Fig. 1: run 1, wires at chosen ports, followed through buffers
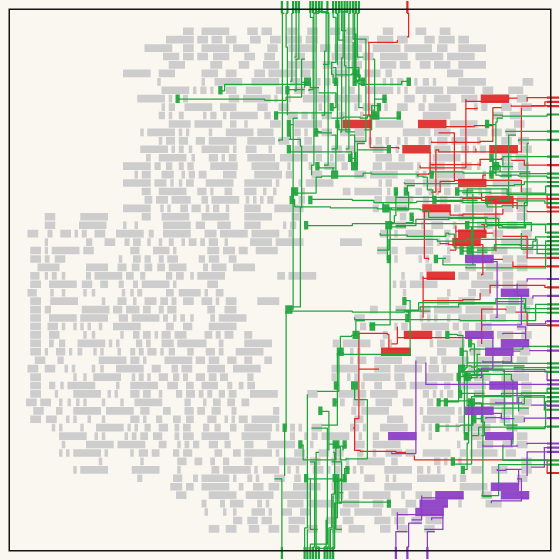
Fig. 2: run 1, drive-strength map
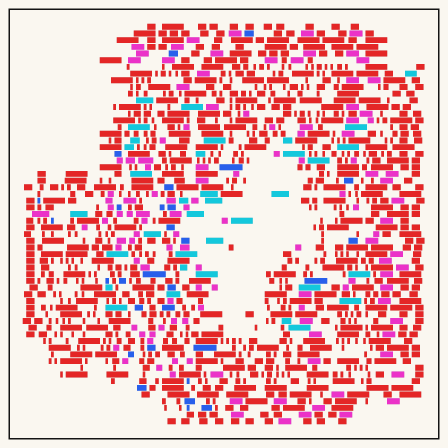
Fig. 3: run 1, routing congestion
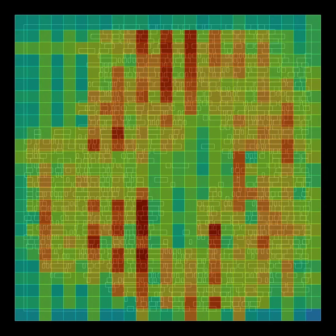
--- config.mk ---
export PLATFORM = sky130hd
export DESIGN_NAME = constraint_sampler_tx_flat
export DESIGN_NICKNAME = d
export VERILOG_FILES = /design/src/rtl/constraint_sampler_pkg.sv /design/src/rtl/constraint_sampler_if.sv /design/src/rtl/sampler_lfsr.sv /design/src/rtl/constraint_sampler_tx.sv /design/src/flat_wrapper.sv
export SDC_FILE = /design/constraint.sdc
export NUM_CORES = 1
export LEC_CHECK = 0
export CAP_MARGIN = 10
export CELL_PAD_IN_SITES_DETAIL_PLACEMENT = 1
export CELL_PAD_IN_SITES_GLOBAL_PLACEMENT = 1
export CORE_MARGIN = 5
export CORE_UTILIZATION = 34
export CTS_BUF_LIST = sky130_fd_sc_hd__clkbuf_16
export CTS_CLUSTER_SIZE = 12
export DETAILED_ROUTE_END_ITERATION = 8
export PLACE_DENSITY = 0.74
export SETUP_SLACK_MARGIN = 0.2
export SLEW_MARGIN = 10
export SYNTH_ARGS = -nofsm -noshare
export SYNTH_HDL_FRONTEND = slang
export SYNTH_SLANG_ARGS = --single-unit
--- constraint.sdc ---
create_clock -name clk -period 2.3 [get_ports clk]
set_clock_uncertainty 0.1 [all_clocks]
set_input_delay 0.46 -clock clk [delete_from_list [all_inputs] [get_ports clk]]
set_output_delay 0.46 -clock clk [all_outputs]
set_load 0.01 [all_outputs]
--- src/rtl/constraint_sampler_pkg.sv ---
// Shared types and constants for the constraint sampler transmit side.
// Optional statistics outputs are enabled with the SAMPLER_STATS_EN macro (see constraint_sampler_tx).
package constraint_sampler_pkg;

    localparam int VAR0_W   = 13;
    localparam int VAR1_W   = 13;
    localparam int VAR2_W   = 14;
    localparam int VAR3_W   = 14;
    localparam int VAR4_W   = 8;
    localparam int SAMPLE_W = VAR0_W + VAR1_W + VAR2_W + VAR3_W + VAR4_W;

    localparam int LFSR_W = 64;
    // Galois right-shift mask for x^64 + x^63 + x^61 + x^60 + 1
    localparam logic [LFSR_W-1:0] LFSR_TAPS = 64'hD800_0000_0000_0000;

    typedef enum logic [1:0] {
        IDLE,
        TRY,
        EMIT,
        DONE
    } state_t;

    // Packed so that a cast of LFSR bits [61:0] yields the candidate slices directly
    typedef struct packed {
        logic [VAR4_W-1:0] var_4;
        logic [VAR3_W-1:0] var_3;
        logic [VAR2_W-1:0] var_2;
        logic [VAR1_W-1:0] var_1;
        logic [VAR0_W-1:0] var_0;
    } sample_t;

    function automatic logic [LFSR_W-1:0] lfsr_next(input logic [LFSR_W-1:0] s);
        return (s >> 1) ^ ({LFSR_W{s[0]}} & LFSR_TAPS);
    endfunction

endpackage

--- src/rtl/constraint_sampler_if.sv ---
// Accepted-sample valid/ready stream between the sampler and the sample sink.
interface constraint_sampler_if;
    import constraint_sampler_pkg::*;

    logic              samp_valid;
    logic              samp_ready;
    logic [VAR0_W-1:0] samp_var_0;
    logic [VAR1_W-1:0] samp_var_1;
    logic [VAR2_W-1:0] samp_var_2;
    logic [VAR3_W-1:0] samp_var_3;
    logic [VAR4_W-1:0] samp_var_4;

    modport master (
        output samp_valid, samp_var_0, samp_var_1, samp_var_2, samp_var_3, samp_var_4,
        input  samp_ready
    );

    modport slave (
        input  samp_valid, samp_var_0, samp_var_1, samp_var_2, samp_var_3, samp_var_4,
        output samp_ready
    );

endinterface

--- src/rtl/sampler_lfsr.sv ---
// 64-bit Galois LFSR with synchronous load; a zero seed is replaced by 1
// so the register can never lock up in the all-zero state.
module sampler_lfsr
    import constraint_sampler_pkg::*;
(
    input  logic              clk,
    input  logic              rst_n,
    input  logic              load_i,
    input  logic [LFSR_W-1:0] seed_i,
    input  logic              step_i,
    output logic [LFSR_W-1:0] state_o
);

    logic [LFSR_W-1:0] state_q;
    logic [LFSR_W-1:0] state_d;

    // Next state: load has priority over step; otherwise hold
    always_comb begin
        state_d = state_q;
        if (load_i) begin
            state_d = (seed_i == '0) ? LFSR_W'(1) : seed_i;
        end else if (step_i) begin
            state_d = lfsr_next(state_q);
        end
    end

    // State register, resets to the canonical non-zero value 1
    always_ff @(posedge clk or negedge rst_n) begin
        if (!rst_n) begin
            state_q <= LFSR_W'(1);
        end else begin
            state_q <= state_d;
        end
    end

    assign state_o = state_q;

endmodule

--- src/rtl/constraint_sampler_tx.sv ---
// Transmit side of the constraint-evaluator link: presents LFSR candidates to an
// external combinational evaluator and forwards those passing every enabled
// constraint over a valid/ready stream.
// Define SAMPLER_STATS_EN to add the saturating attempts/rejects counters.
module constraint_sampler_tx
    import constraint_sampler_pkg::*;
#(
    parameter int NUM_CONS  = 8,
    parameter int MAX_TRIES = 1024,
    parameter int CNT_W     = 16
) (
    input  logic                 clk,
    input  logic                 rst_n,
    input  logic                 start,
    input  logic [CNT_W-1:0]     num_samples,
    input  logic [LFSR_W-1:0]    seed,
    input  logic [NUM_CONS-1:0]  cons_mask,
    output logic [VAR0_W-1:0]    cand_var_0,
    output logic [VAR1_W-1:0]    cand_var_1,
    output logic [VAR2_W-1:0]    cand_var_2,
    output logic [VAR3_W-1:0]    cand_var_3,
    output logic [VAR4_W-1:0]    cand_var_4,
    input  logic [NUM_CONS-1:0]  cons_in,
    constraint_sampler_if.master samp,
    output logic                 busy,
    output logic                 done,
    output logic                 timeout
`ifdef SAMPLER_STATS_EN
    ,
    output logic [31:0]          attempts,
    output logic [31:0]          rejects
`endif
);

    // Wide enough to hold MAX_TRIES-1 even when MAX_TRIES is 1
    localparam int TRY_W = $clog2(MAX_TRIES + 1);

    state_t               state_q;
    logic [NUM_CONS-1:0]  mask_q;
    logic [CNT_W-1:0]     num_q;
    logic [CNT_W-1:0]     count_q;
    logic [TRY_W-1:0]     tries_q;
    logic                 timeout_q;
    logic                 done_q;
    logic                 busy_q;
    logic                 samp_valid_q;
    sample_t              samp_q;

    logic [LFSR_W-1:0]    lfsr_state;
    logic                 lfsr_load;
    logic                 lfsr_step;
    logic                 lfsr_unused;
    sample_t              cand;
    logic                 pass;

    // The LFSR only moves while attempting, so sink stalls never alter the sequence
    assign lfsr_load = (state_q == IDLE) && start;
    assign lfsr_step = (state_q == TRY);

    sampler_lfsr u_lfsr (
        .clk     (clk),
        .rst_n   (rst_n),
        .load_i  (lfsr_load),
        .seed_i  (seed),
        .step_i  (lfsr_step),
        .state_o (lfsr_state)
    );

    assign cand        = sample_t'(lfsr_state[SAMPLE_W-1:0]);
    assign lfsr_unused = ^lfsr_state[LFSR_W-1:SAMPLE_W];

    assign cand_var_0 = cand.var_0;
    assign cand_var_1 = cand.var_1;
    assign cand_var_2 = cand.var_2;
    assign cand_var_3 = cand.var_3;
    assign cand_var_4 = cand.var_4;

    // A disabled constraint always counts as satisfied
    assign pass = &(cons_in | ~mask_q);

    // Run control: attempt, emit, and finish; all outputs registered
    always_ff @(posedge clk or negedge rst_n) begin
        if (!rst_n) begin
            state_q      <= IDLE;
            mask_q       <= '0;
            num_q        <= '0;
            count_q      <= '0;
            tries_q      <= '0;
            timeout_q    <= 1'b0;
            done_q       <= 1'b0;
            busy_q       <= 1'b0;
            samp_valid_q <= 1'b0;
            samp_q       <= '0;
        end else begin
            done_q <= 1'b0;
            case (state_q)
                IDLE: begin
                    if (start) begin
                        mask_q    <= cons_mask;
                        num_q     <= num_samples;
                        count_q   <= '0;
                        tries_q   <= '0;
                        timeout_q <= 1'b0;
                        busy_q    <= 1'b1;
                        state_q   <= (num_samples == '0) ? DONE : TRY;
                    end
                end
                TRY: begin
                    if (pass) begin
                        samp_q       <= cand;
                        samp_valid_q <= 1'b1;
                        tries_q      <= '0;
                        state_q      <= EMIT;
                    end else if (tries_q == TRY_W'(MAX_TRIES - 1)) begin
                        timeout_q <= 1'b1;
                        state_q   <= DONE;
                    end else begin
                        tries_q <= tries_q + TRY_W'(1);
                    end
                end
                EMIT: begin
                    if (samp.samp_ready) begin
                        samp_valid_q <= 1'b0;
                        count_q      <= count_q + CNT_W'(1);
                        state_q      <= ((count_q + CNT_W'(1)) == num_q) ? DONE : TRY;
                    end
                end
                DONE: begin
                    done_q  <= 1'b1;
                    busy_q  <= 1'b0;
                    state_q <= IDLE;
                end
                default: state_q <= IDLE;
            endcase
        end
    end

    assign samp.samp_valid = samp_valid_q;
    assign samp.samp_var_0 = samp_q.var_0;
    assign samp.samp_var_1 = samp_q.var_1;
    assign samp.samp_var_2 = samp_q.var_2;
    assign samp.samp_var_3 = samp_q.var_3;
    assign samp.samp_var_4 = samp_q.var_4;

    assign busy    = busy_q;
    assign done    = done_q;
    assign timeout = timeout_q;

`ifdef SAMPLER_STATS_EN
    logic [31:0] attempts_q;
    logic [31:0] rejects_q;

    // Per-run attempt and reject counters, cleared on start, saturating at all-ones
    always_ff @(posedge clk or negedge rst_n) begin
        if (!rst_n) begin
            attempts_q <= '0;
            rejects_q  <= '0;
        end else if ((state_q == IDLE) && start) begin
            attempts_q <= '0;
            rejects_q  <= '0;
        end else if (state_q == TRY) begin
            if (attempts_q != '1) begin
                attempts_q <= attempts_q + 32'd1;
            end
            if (!pass && (rejects_q != '1)) begin
                rejects_q <= rejects_q + 32'd1;
            end
        end
    end

    assign attempts = attempts_q;
    assign rejects  = rejects_q;
`endif

endmodule

--- src/flat_wrapper.sv ---
// flat-port wrapper written by rule: the top's interface ports become plain ports
module constraint_sampler_tx_flat import constraint_sampler_pkg::*;
#(
    parameter int NUM_CONS  = 8,
    parameter int MAX_TRIES = 1024,
    parameter int CNT_W     = 16
)
  (clk, rst_n, start, num_samples, seed, cons_mask, cand_var_0, cand_var_1, cand_var_2, cand_var_3, cand_var_4, cons_in, busy, done, timeout, samp_samp_valid, samp_samp_var_0, samp_samp_var_1, samp_samp_var_2, samp_samp_var_3, samp_samp_var_4, samp_samp_ready);
  constraint_sampler_if samp_i ();
  input  logic clk;
  input  logic rst_n;
  input  logic start;
  input  logic [CNT_W-1:0] num_samples;
  input  logic [LFSR_W-1:0] seed;
  input  logic [NUM_CONS-1:0] cons_mask;
  output logic [VAR0_W-1:0] cand_var_0;
  output logic [VAR1_W-1:0] cand_var_1;
  output logic [VAR2_W-1:0] cand_var_2;
  output logic [VAR3_W-1:0] cand_var_3;
  output logic [VAR4_W-1:0] cand_var_4;
  input  logic [NUM_CONS-1:0] cons_in;
  output logic busy;
  output logic done;
  output logic timeout;
  output wire logic [$bits(samp_i.samp_valid)-1:0] samp_samp_valid;
  output wire logic [$bits(samp_i.samp_var_0)-1:0] samp_samp_var_0;
  output wire logic [$bits(samp_i.samp_var_1)-1:0] samp_samp_var_1;
  output wire logic [$bits(samp_i.samp_var_2)-1:0] samp_samp_var_2;
  output wire logic [$bits(samp_i.samp_var_3)-1:0] samp_samp_var_3;
  output wire logic [$bits(samp_i.samp_var_4)-1:0] samp_samp_var_4;
  input wire logic [$bits(samp_i.samp_ready)-1:0] samp_samp_ready;
  assign samp_samp_valid = samp_i.samp_valid;
  assign samp_samp_var_0 = samp_i.samp_var_0;
  assign samp_samp_var_1 = samp_i.samp_var_1;
  assign samp_samp_var_2 = samp_i.samp_var_2;
  assign samp_samp_var_3 = samp_i.samp_var_3;
  assign samp_samp_var_4 = samp_i.samp_var_4;
  assign samp_i.samp_ready = samp_samp_ready;
  constraint_sampler_tx #(.NUM_CONS(NUM_CONS), .MAX_TRIES(MAX_TRIES), .CNT_W(CNT_W)) u_core (.clk(clk), .rst_n(rst_n), .start(start), .num_samples(num_samples), .seed(seed), .cons_mask(cons_mask), .cand_var_0(cand_var_0), .cand_var_1(cand_var_1), .cand_var_2(cand_var_2), .cand_var_3(cand_var_3), .cand_var_4(cand_var_4), .cons_in(cons_in), .samp(samp_i), .busy(busy), .done(done), .timeout(timeout));
endmodule
==> run_results.csv, run 1 <==
group,metric,value,unit
global_route,grt_first_pass_wirelength,45800,µm
pwr,p_leak,0.00547,µW
floorplanning,die_h,174,µm
run,warnings,29,
sta,fmax,462,MHz
logic_synthesis,async_flop_share,100,%
floorplanning,core_region_area,26700,µm²
run,maxCapViolations,0,
layout,fill_cells,2970,
clock_tree,clock_latency,430,ps
pwr,p_int,10600,µW
floorplanning,fp.dieW,174,µm
sta,setup_viol,0,
sta,hold_viol,0,
sta,grt_setup_unrepaired,"true",
critical_path,path_delay_family,"simple AND/OR/NAND/NOR gates",
global_route,busiest_layer,"met2",
global_route,antenna_found_initial,0,
route,drt-vias-per-instance,5.07,
route,ant_nets,0,
critical_path,slowest_delay,510,ps
pwr,p_seq_share,35.4,%
place,gp_congestion,0.802,
critical_path,worst-path-buf-inv,2,
critical_path,worstSetupPathType,"in2reg",
place,placed_area,11600,µm²
pwr,ir_drop,0.000649,V
pwr,pwr-share-comb,47.9,%
layout,lay_top_count,"clkdlybuf4s50_1",
critical_path,critPathCaptureType,"flip-flop",
layout,final_net_count,1214,
global_route,met1_usage,25.4,%
sta,worst_pin_slew,487,ps
critical_path,crit_chain,"clkdlybuf4s50_1 > o22ai_2 > or4_4 > or2_4 > buf_12 > mux2_4",
critical_path,critical_path.slowest_cell,"or4_4",
logic_synthesis,ys.flop_type,"dfrtp_1",
route,drcViolationCount,0,
logic_synthesis,synthesis.nets,1028,
floorplanning,rows,60,
route,topRoutingLayerUsed,"met4",
sta,relSlewSlack,67.3,%
layout,lay_top_cells,"clkdlybuf4s50_1 (220), nand2_1 (198), dfrtp_1 (179)",
route,drt-initial-drc-count,394,
sta,fin_crit,2170,ps
critical_path,arrival,2380,ps
place,hpwl,21000,µm
route,wl_met2,13500,µm
clock_tree,cts_tree,"yes",
clock_tree,path_clk_slew,70,ps
layout,areaGrowthSynthToFinish,34.2,%
pwr,p_sw,6510,µW
pwr,total_power,17100,µW
layout,diodes,0,
route,wl_met3,1390,µm
sta,drv_slew,0,
logic_synthesis,yosys-stat-area,9160,µm²
floorplanning,io_pins,228,
min_path,hold_path_class,"reg2reg",
place,numPortBuffers,227,
logic_synthesis,yosysCellCount,926,
sta,period_used_share,94.2,%
logic_synthesis,synth_seq_share,50.0,%
global_route,grt_overflow_total,0,
run_status,run_status,"complete, no violations",
global_route,grt_use_met3,3.81,%
global_route,grt_max_degree,68,
logic_synthesis,netlist_area,9160,µm²
global_route,grtUsageMet2,30.8,%
pwr,p_per_area,1390,nW/µm²
route,wl,28800,µm
logic_synthesis,ys_ff,183,
route,wl_met1,13300,µm
logic_synthesis,syn_area_per_cell,9.89,µm²
layout,post-route-cell-area,12300,µm²
floorplanning,fp_util,34.3,%
pwr,pwr-share-clk,16.7,%
critical_path,cp-start-kind,"primary input",
logic_synthesis,synthDistinctLibCells,54,
route,via_count,7434,
clock_tree,numCtsBuffers,17,
clock_tree,cts_buffer_depth,2,
layout,drive_above_1_share,16.5,%
logic_synthesis,syn_inst,926,
route,first_pass_iters,4,
critical_path,crit_required,2510,ps
logic_synthesis,synth_warnings,0,
sta,finalSetupTns,0,ps
Notes on Fig. 1 above:
[red] cand_var_0 | bits: 13 | direction: output | edge: 12 right, 1 top | end cells: 13 | wire: 842 µm
[purple] samp_samp_var_3 | bits: 14 | direction: output | edge: 11 right, 3 bottom | end cells: 14 | wire: 453 µm
[green] seed | bits: 64 | direction: input | edge: 32 right, 21 top, 11 bottom | end cells: 80 | wire: 3860 µm

Notes on Fig. 2 above:
[magenta] drive 3 to 4 | cells: 122 | share: 11%
[blue] drive 2 | cells: 29 | share: 2.6%
[cyan] drive 6 and up | cells: 35 | share: 3.1%
[red] drive 1 or less | cells: 939 | share: 83%

Notes on Fig. 3 above:
wire per inst: 19.6 µm
final core occ: 46.0%
total track usage: 18.8%

-- run 1: worst register-to-register path: stages (launching register included) --
cell,delay (ps)
dfrtp_1,380
inv_2,80
o22ai_4,80
or4_4,550
or2_4,270
buf_12,180
mux2_4,380
-- run 1: through the flow --
step                cells  worst slack (ps)
detailed placement   1427              -389
global route         1466              97.4
global placement     1427              -387
floorplan             926              94.8
finish               1466               134
CTS                  1463               160
-- run 1: cells in the mapped netlist (all sizes together) (21+ instances only) --
master,instances,area share (%)
a31oi,60,4.1
buf,74,6.8
clkbuf,43,1.8
dfrtp,182,50
mux2,64,10
nand2,200,8.2
nor2,91,3.7
nor4,23,1.6
o21ai,34,1.9
xnor2,21,2.0
-- run 1: kinds of logic (layout without fill, tap and decap cells) --
kind of cell               count (synthesis)  count (layout)  share of synthesized area (%)
adders and majority gates                  3               3                          0.383
and+or+nand+nor                          374             374                           17.6
DFF                                      183             183                           50.0
AOI/OAI and AO/OA                        137             137                           9.26
buffers and inverters                    130             329                           9.11
muxes                                     67              67                           10.6
xor gates and xnor gates                  32              32                           3.06
-- run 1: flip-flops by register name, indices dropped and copies added (netlist names) --
| register | count |
|---|---|
| u_core.count_q | 16 |
| u_core.tries_q | 11 |
| u_core.samp.samp_valid | 1 |
| u_core.mask_q | 8 |
| u_core.done | 1 |
| u_core.samp.samp_var_2 | 14 |
| u_core.samp.samp_var_1 | 13 |
| u_core.samp.samp_var_3 | 14 |
| u_core.busy | 1 |
| u_core.timeout | 1 |
| u_core.num_q | 16 |
| u_core.state_q | 2 |
| u_core.samp.samp_var_0 | 13 |
| u_core.u_lfsr.state_o | 64 |
| u_core.samp.samp_var_4 | 8 |
-- run 1: power groups by stage --
stage | Clock (µW) | Sequential (µW) | Combinational, µW
floorplan | 0 | 5870 | 5020
global placement | 0 | 6040 | 7880
detailed placement | 0 | 6080 | 8140
CTS | 2940 | 6050 | 8270
global route | 3080 | 6260 | 8860
finish | 2860 | 6060 | 8190
-- run 1: path summary, 6_finish.rpt --
kind,start,end,slack [ps],depth (start not counted)
max in group asynchronous,rst_n,u_core.tries_q[2],910,3
min,u_core.num_q[0],u_core.num_q[0],410,2
min reg2reg,u_core.num_q[0],u_core.num_q[0],410,2
min in group asynchronous,rst_n,u_core.u_lfsr.state_o[10],470,2
max reg2reg,u_core.mask_q[0],u_core.samp.samp_var_3[8],150,6
max,cons_in[7],u_core.samp.samp_var_3[8],130,6
-- run 1: timing repair --
| action | in CTS | in global routing |
|---|---|---|
| pin swaps | 6 | 5 |
| hold buffers | 1 | 0 |
| endpoints found under the hold margin | 49 | 0 |
| buffers inserted | 3 | 3 |
| gates resized | 25 | 14 |
| endpoints found under the setup margin | 85 | 76 |
-- run 1: final cells by class --
cell class              count  area, µm²  share of cell area [%]
clock buffers              17        425                    3.46
clock inverters            15        139                    1.13
inverters                  13       48.8                   0.397
multi-input cells         613       3870                    31.5
flip-flops and latches    183       4580                    37.3
well taps                 341        427                    3.47
repair buffers            284       2790                    22.7
Fig. 4: run 1, placement by cell class
Scale bar: 50 µm.
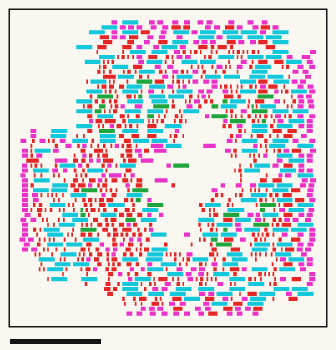

==> run 2: changes to the inputs <==
--- a/config.mk
+++ b/config.mk
@@ -8,12 +8,12 @@
 export CAP_MARGIN = 10
 export CELL_PAD_IN_SITES_DETAIL_PLACEMENT = 1
 export CELL_PAD_IN_SITES_GLOBAL_PLACEMENT = 1
-export CORE_MARGIN = 5
-export CORE_UTILIZATION = 34
+export CORE_MARGIN = 2
+export CORE_UTILIZATION = 35
 export CTS_BUF_LIST = sky130_fd_sc_hd__clkbuf_16
 export CTS_CLUSTER_SIZE = 12
 export DETAILED_ROUTE_END_ITERATION = 8
-export PLACE_DENSITY = 0.74
+export PLACE_DENSITY = 0.72
 export SETUP_SLACK_MARGIN = 0.2
 export SLEW_MARGIN = 10
 export SYNTH_ARGS = -nofsm -noshare
==> constraint.sdc (replaced) <==
create_clock -name clk -period 2.5 [get_ports clk]
set_clock_uncertainty 0.1 [all_clocks]
set_input_delay 0.5 -clock clk [delete_from_list [all_inputs] [get_ports clk]]
set_output_delay 0.5 -clock clk [all_outputs]
set_load 0.01 [all_outputs]
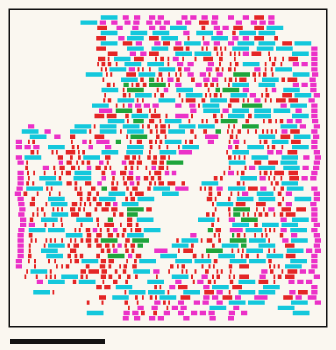
Fig. 5. Placement by cell class (run 2).
Scale bar: 50 µm.
[green] clock drivers and dummy loads | cells: 32 | share of their area: 5.1%
[magenta] other buffers and delay cells | cells: 262 | share of their area: 23%
[cyan] flops | cells: 183 | share of their area: 39%
[red] all other logic | cells: 626 | share of their area: 33%

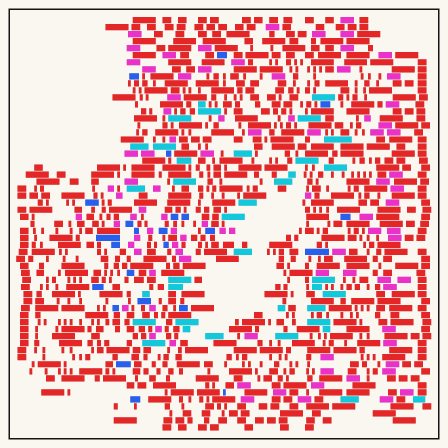
Fig. 6. Drive-strength map (run 2).
[magenta] drive 3 to 4 | cells: 90 | share: 8.2%
[cyan] drive 6 and up | cells: 37 | share: 3.4%
[red] drive 1 or less | cells: 952 | share: 86%
[blue] drive 2 | cells: 24 | share: 2.2%

==> run 2 against run 1 <==
Against the previous run: first-iteration DRC count rose by 12%; worst setup slack improved by 100 ps; sequential share of layout area rose by 0.61 points; largest cell class unchanged; via count fell by 1.5%; critical path type unchanged; critical endpoint is now u_core.tries_q[8].
==> run_results.csv, run 2 <==
group,metric,value,unit
route,first_pass_iters,4,
place,placed_area,11400,µm²
run,warnings,26,
place,pre_cts_slack,-219,ps
sta,fmax,441,MHz
critical_path,crit_required,2750,ps
logic_synthesis,synth_seq_share,50.0,%
layout,final_core_util,46.8,%
logic_synthesis,netlist_area,9160,µm²
floorplanning,core_region_area,25800,µm²
route,wl_met1,12900,µm
critical_path,cp-start-kind,"primary input",
floorplanning,io_pins,228,
run_status,run_status,"complete, no violations",
layout,largest_reg_flops,64,
sta,fin_ws,235,ps
sta,period_used_share,90.6,%
layout,post-route-cell-area,12100,µm²
route,drt-initial-drc-count,440,
min_path,hold_path_class,"reg2reg",
layout,logic_area,3790,µm²
critical_path,worstSetupPathType,"in2reg",
logic_synthesis,synth_warnings,0,
layout,regArea,4580,µm²
critical_path,slowest_delay,550,ps
sta,relSlewSlack,50.2,%
global_route,grt_overflow_total,0,
logic_synthesis,yosysTopAreaCellShare,49.7,%
sta,grt_setup_unrepaired,"false",
route,topRoutingLayerUsed,"met4",
clock_tree,cts_buffer_depth,2,
route,drcViolationCount,0,
logic_synthesis,post-synth-top-count-cell,"nand2_1",
route,drt-vias-per-instance,5.09,
logic_synthesis,syn_area_per_cell,9.89,µm²
sta,fin_crit,2270,ps
==> run 2: timing repair <==
item / CTS / global route
endpoints found under the setup margin: 1 / 11
endpoints found under the hold margin: 46 / 0
hold buffers: 1 / 0
pin swaps: 0 / 1
gates resized: 1 / 10
gates cloned: 0 / 0
setup buffers: 0 / 0
==> run 2: per-stage QoR <==
step	TNS, ps	power [µW]
after floorplan	0	10000
after global placement	-13280	12700
after detailed placement	-14400	13000
after CTS	0	15800
after global routing	0	16700
final	0	15700
==> run 2: routing by layer <==
layer | track usage (%) | vias to the layer above
met4 | 5.75 | 0
met2 | 33.7 | 178
met5 | 0 | -
met1 | 27.5 | 3671
met3 | 4.03 | 33
li1 | - | 3440
==> run 2: area by class of cell <==
cell class	count	area share, %
Inverter	13	0.404
Multi-Input combinational cell	613	31.4
Sequential cell	183	37.9
Clock buffer	17	3.52
Clock inverter	15	1.36
Tap cell	335	3.47
Timing Repair Buffer	262	22.0
==> run 2: logic make-up after synthesis <==
logic type / after synthesis / share of synthesized area (%)
muxes: 67 / 10.6
xor gates and xnor gates: 32 / 3.06
and+or+nand+nor: 374 / 17.6
DFF: 183 / 50.0
AOI/OAI and AO/OA: 137 / 9.26
buffers and inverters: 130 / 9.11
adders and majority gates: 3 / 0.383
==> run 2: path summary, 6_finish.rpt <==
path / start / end / slack, ps / cells after the start
setup / recovery: cons_in[4] / u_core.tries_q[8] / 230 / 7
hold / removal: u_core.num_q[3] / u_core.num_q[3] / 400 / 2
setup reg to reg: u_core.mask_q[0] / u_core.tries_q[8] / 310 / 7
hold reg to reg: u_core.num_q[3] / u_core.num_q[3] / 400 / 2
max in group asynchronous: rst_n / u_core.samp.samp_var_2[4] / 1140 / 3
min in group asynchronous: rst_n / u_core.samp.samp_var_3[3] / 500 / 2
==> run 2: critical path: cells and delay by family <==
kind / cells / cell delay [ps]
AND/OR/NAND/NOR: 2 / 870
AND-OR/OR-AND: 3 / 500
buffers and inverters: 2 / 640
==> run 2: power breakdown <==
| group | internal (µW) | switching, µW | total (µW) | leakage, µW |
|---|---|---|---|---|
| registers | 4310 | 1270 | 5580 | 0.00225 |
| clock network | 1420 | 1320 | 2740 | 0.000285 |
| logic | 4020 | 3310 | 7330 | 0.00282 |
No activity file was given, so power comes from the tool's default toggle rates.
